[src/rtl/cpu_sequencer.sv]
// cpu_sequencer
// Multi-cycle fetch/decode/execute sequencer for the 8-bit core. Owns the
// program counter and instruction register, drives the instruction- and
// data-memory handshakes and emits the one-cycle strobes that time the
// datapath (exec_en, rf_we) and instruction completion (retire).
//
// Ports
//   clk         core clock, rising edge
//   rst         asynchronous, active-low reset
//   run         1 = execute, 0 = stop at next instruction boundary
//   imem_valid  instruction word available for the current fetch
//   imem_data   instruction word, latched into ir on imem_valid in FETCH
//   zero        ALU zero flag, used by beq in EXEC
//   dmem_ready  data memory completed the current access (MEM only)
//   pc          program counter / instruction address
//   imem_req    high throughout FETCH
//   ir          latched instruction
//   exec_en     one-cycle pulse in EXEC
//   dmem_req    high throughout MEM
//   dmem_we     high with dmem_req for sw
//   rf_we       one-cycle pulse in WB
//   retire      high on the last cycle of each completed instruction
//   retired     count of completed instructions (wraps)
//   state       IDLE=0 FETCH=1 DECODE=2 EXEC=3 MEM=4 WB=5 HALT=6
//   halted      high in HALT
//   illegal     sticky; set when an illegal instruction halts the core
module cpu_sequencer #(
    parameter logic [7:0] RESET_PC  = 8'h00,
    parameter int         CNT_WIDTH = 16
) (
    input  logic                 clk,
    input  logic                 rst,
    input  logic                 run,
    input  logic                 imem_valid,
    input  logic [15:0]          imem_data,
    input  logic                 zero,
    input  logic                 dmem_ready,
    output logic [7:0]           pc,
    output logic                 imem_req,
    output logic [15:0]          ir,
    output logic                 exec_en,
    output logic                 dmem_req,
    output logic                 dmem_we,
    output logic                 rf_we,
    output logic                 retire,
    output logic [CNT_WIDTH-1:0] retired,
    output logic [2:0]           state,
    output logic                 halted,
    output logic                 illegal
);

    typedef enum logic [2:0] {
        IDLE   = 3'd0,
        FETCH  = 3'd1,
        DECODE = 3'd2,
        EXEC   = 3'd3,
        MEM    = 3'd4,
        WB     = 3'd5,
        HALT   = 3'd6
    } state_t;

    localparam logic [3:0] OP_RTYPE = 4'b0000;
    localparam logic [3:0] OP_ADDI  = 4'b0100;
    localparam logic [3:0] OP_LW    = 4'b1011;
    localparam logic [3:0] OP_SW    = 4'b1111;
    localparam logic [3:0] OP_BEQ   = 4'b1000;
    localparam logic [3:0] OP_J     = 4'b0010;

    state_t                state_reg, state_next;
    logic [7:0]            pc_reg, pc_next;
    logic [15:0]           ir_reg, ir_next;
    logic                  illegal_reg, illegal_next;
    logic [CNT_WIDTH-1:0]  retired_reg;
    logic                  imem_req_reg, exec_en_reg, dmem_req_reg;
    logic                  dmem_we_reg, rf_we_reg, halted_reg;
    logic                  complete;

    // Instruction classification from the latched word
    logic [3:0] opcode;
    logic       func_ok, is_r, is_addi, is_lw, is_sw, is_beq, is_j, is_legal;
    logic [7:0] pc_inc, br_target;

    assign opcode   = ir_reg[15:12];
    assign is_r     = (opcode == OP_RTYPE);
    assign is_addi  = (opcode == OP_ADDI);
    assign is_lw    = (opcode == OP_LW);
    assign is_sw    = (opcode == OP_SW);
    assign is_beq   = (opcode == OP_BEQ);
    assign is_j     = (opcode == OP_J);
    assign is_legal = (is_r && func_ok) || is_addi || is_lw || is_sw || is_beq || is_j;

    always_comb begin
        func_ok = 1'b0;
        case (ir_reg[2:0])
            3'b000, 3'b010, 3'b100, 3'b101: func_ok = 1'b1;
            default:                        func_ok = 1'b0;
        endcase
    end

    // 8-bit adds wrap naturally; offset is sign-extended from 6 bits
    assign pc_inc    = pc_reg + 8'd1;
    assign br_target = pc_inc + {{2{ir_reg[5]}}, ir_reg[5:0]};

    always_comb begin
        state_next   = state_reg;
        pc_next      = pc_reg;
        ir_next      = ir_reg;
        illegal_next = illegal_reg;
        complete     = 1'b0;
        case (state_reg)
            IDLE: begin
                if (run) state_next = FETCH;
            end
            FETCH: begin
                if (imem_valid) begin
                    ir_next    = imem_data;
                    state_next = DECODE;
                end
            end
            DECODE: begin
                if (is_legal) begin
                    state_next = EXEC;
                end else begin
                    state_next   = HALT;
                    illegal_next = 1'b1;
                end
            end
            EXEC: begin
                if (is_r || is_addi) begin
                    state_next = WB;
                end else if (is_lw || is_sw) begin
                    state_next = MEM;
                end else if (is_beq) begin
                    pc_next  = zero ? br_target : pc_inc;
                    complete = 1'b1;
                end else begin
                    pc_next  = ir_reg[7:0];
                    complete = 1'b1;
                end
            end
            MEM: begin
                if (dmem_ready) begin
                    if (is_lw) begin
                        state_next = WB;
                    end else begin
                        pc_next  = pc_inc;
                        complete = 1'b1;
                    end
                end
            end
            WB: begin
                pc_next  = pc_inc;
                complete = 1'b1;
            end
            HALT: begin
                state_next = HALT;
            end
            default: state_next = IDLE;
        endcase
        // run is only sampled at the instruction boundary
        if (complete) state_next = run ? FETCH : IDLE;
    end

    // Strobes are registered from the next state so they line up with it
    always_ff @(posedge clk or negedge rst) begin
        if (!rst) begin
            state_reg    <= IDLE;
            pc_reg       <= RESET_PC;
            ir_reg       <= 16'h0000;
            illegal_reg  <= 1'b0;
            retired_reg  <= '0;
            imem_req_reg <= 1'b0;
            exec_en_reg  <= 1'b0;
            dmem_req_reg <= 1'b0;
            dmem_we_reg  <= 1'b0;
            rf_we_reg    <= 1'b0;
            halted_reg   <= 1'b0;
        end else begin
            state_reg    <= state_next;
            pc_reg       <= pc_next;
            ir_reg       <= ir_next;
            illegal_reg  <= illegal_next;
            retired_reg  <= retired_reg + CNT_WIDTH'(complete);
            imem_req_reg <= (state_next == FETCH);
            exec_en_reg  <= (state_next == EXEC);
            dmem_req_reg <= (state_next == MEM);
            dmem_we_reg  <= (state_next == MEM) && is_sw;
            rf_we_reg    <= (state_next == WB);
            halted_reg   <= (state_next == HALT);
        end
    end

    // retire is combinational so that sw can complete on the very cycle
    // dmem_ready arrives
    assign retire   = complete;
    assign pc       = pc_reg;
    assign ir       = ir_reg;
    assign illegal  = illegal_reg;
    assign retired  = retired_reg;
    assign state    = state_reg;
    assign imem_req = imem_req_reg;
    assign exec_en  = exec_en_reg;
    assign dmem_req = dmem_req_reg;
    assign dmem_we  = dmem_we_reg;
    assign rf_we    = rf_we_reg;
    assign halted   = halted_reg;

endmodule

[config.mk]
export PLATFORM = sky130hd
export DESIGN_NAME = cpu_sequencer
export DESIGN_NICKNAME = d
export VERILOG_FILES = /design/src/rtl/cpu_sequencer.sv
export SDC_FILE = /design/constraint.sdc
export NUM_CORES = 1
export LEC_CHECK = 0
export CORE_ASPECT_RATIO = 1.1
export CORE_UTILIZATION = 49
export CTS_CLUSTER_SIZE = 24
export DETAILED_ROUTE_END_ITERATION = 6
export HOLD_SLACK_MARGIN = 0.08
export PLACE_DENSITY = 0.85
export SKIP_CTS_REPAIR_TIMING = 1
export SLEW_MARGIN = 20
export SYNTH_ARGS = -nofsm -noshare
export SYNTH_HDL_FRONTEND = slang
export SYNTH_SLANG_ARGS = --single-unit
[constraint.sdc]
create_clock -name clk -period 2.63 [get_ports clk]
set_input_delay 0.526 -clock clk [delete_from_list [all_inputs] [get_ports clk]]
set_output_delay 0.526 -clock clk [all_outputs]
set_load 0.05 [all_outputs]
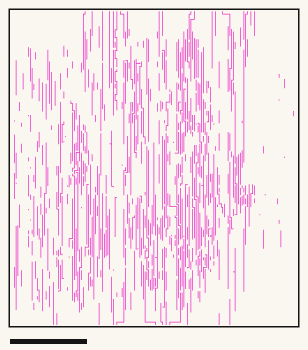
met2.png
The bar under the picture is 20 um long.
main direction = vertical
share of all routed wire = 48%
wire length on this layer = 3390 um

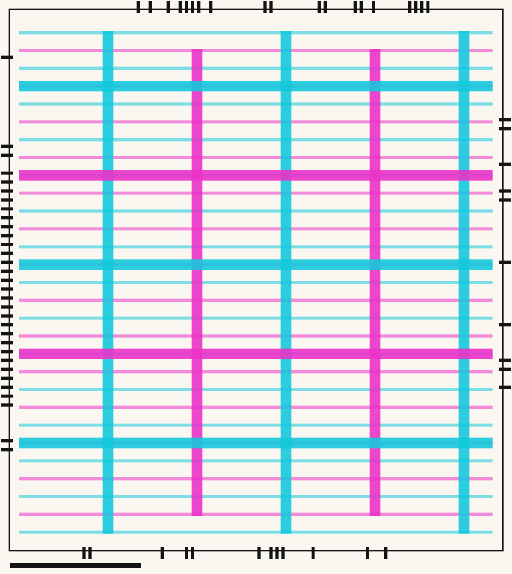
pdn.png
The bar under the picture is 20 um long. Pins as bars on the die edge.
VSS -> cyan
VDD -> magenta
met5 straps = 5
rows = 28

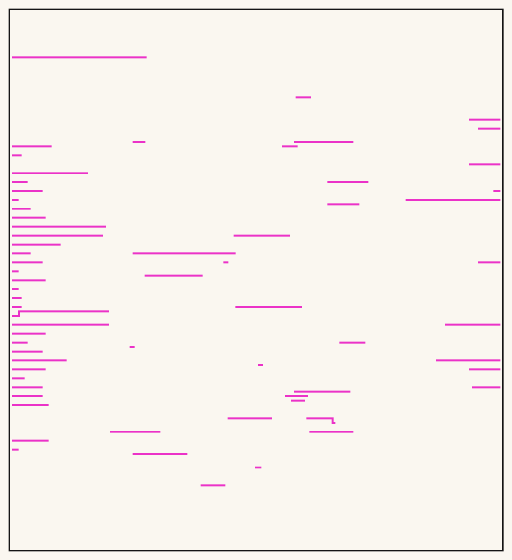
met3.png
longest straight run = 20.2 um
main direction = horizontal
nets with wire on the layer = 55
wire length on this layer = 357 um
Total Wirelength: 7030 um
via count: 2445
GR met3 Demand/Resource: 0.0510

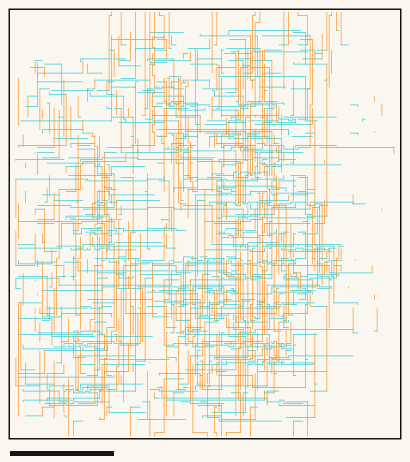
metal_stack.png
The bar under the picture is 20 um long. Two of the layers only.
met2 -> orange  # wire length 3390 um
met1 -> cyan  # wire length 3110 um
total track usage: 0.243
wire per inst: 16.3 um

==> out/qor.csv <==
stage;metric;value;unit
status;status;finished, final reports clean;
synthesis;async_flop_share;1.00;
critical_path;reg2reg_slack;0.14;ns
synthesis;ys_warn_count;0;
detailed_routing;m1WireLength;3110;um
placement;dpl-instance-area;3710;um^2
power;vdd_ir_drop_max;0.904;mV
power;cellInternalPower;2.80;mW
finish;final_cell_mix;clkdlybuf4s50_1 (70), dfrtp_1 (42), nand2_1 (21), mux2_2 (17);
synthesis;muxShareOfSynthArea;0.0735;
placement;place.gp.congestion;0.901;
placement;io_buffers;72;
synthesis;yosysUniqueCellTypes;61;
clocking;cts_buffers;5;
critical_path;startpoint_type;flop;
critical_path;critPathTopFamily;AND-OR/OR-AND gates;
sta;skew;0.0114;ns
power;top_power_group;combinational logic;
sta;worst_slack;0.137;ns
clocking;cts_root_buf;clkbuf_8;
finish;layout.nonclk_buf_frac;0.209;
power;comb_power_share;0.647;
critical_path;required;2.82;ns
power;power.share.clock;0.098;
sta;finalSetupViolCount;0;
finish;fill_cells;408;
placement;dp.cells;422;
global_routing;grt_use_met2;0.400;
critical_path;cp-end-kind;flop;
clocking;htreeDepth;2;
global_routing;grt_start_max_net_pins;33;
hold_path;hp-class;primary input to asynchronous set/reset pin;
sta;tightestPinTransition;0.509;ns
sta;min_period_over_period;0.948;
critical_path;setup.worst_path.end;pc[6]$_DFFE_PN0P_;
finish;buffers;85;
floorplan;die_area;6180;um^2
run;cap_violations;0;
sta;max_freq;0.401;GHz
finish;flops;50;
power;p_clk;555;uW
finish;seq_area_frac;0.325;
synthesis;synth.net_count;306;
finish;antenna_cells;0;
critical_path;path_class;flop to flop;
global_routing;overflow;0;
floorplan;chipWidth;75.0;um
critical_path;crit_fanout;5;
synthesis;synthXorXnorAreaFrac;0.0640;
power;pwr-share-seq;0.255;
synthesis;syn_area_per_cell;10.5;um^2
synthesis;dominantRegCellSynth;dfrtp_1;
floorplan;std_cell_rows;28;
critical_path;crit_buf_inv;2;
detailed_routing;vias_per_cell;5.66;
synthesis;ys_area;2880;um^2
synthesis;edf_count;0;
critical_path;critPathArrivalTime;2.68;ns
synthesis;logic_family;simple AND/OR/NAND/NOR gates;
power;powerDensity;1460;nW/um^2
detailed_routing;routed-wl-met3;356;um
placement;hpwl;5160;um
finish;clock_area_frac;0.0294;
power;p_sw_frac;0.506;
finish;drive_gt1_frac;0.182;
detailed_routing;initialDrtViolationCount;135;
global_routing;antenna_found_initial;0;
power;total_power;5.67;mW
Power figures rest on the tool's default switching activity, not on a simulated workload.
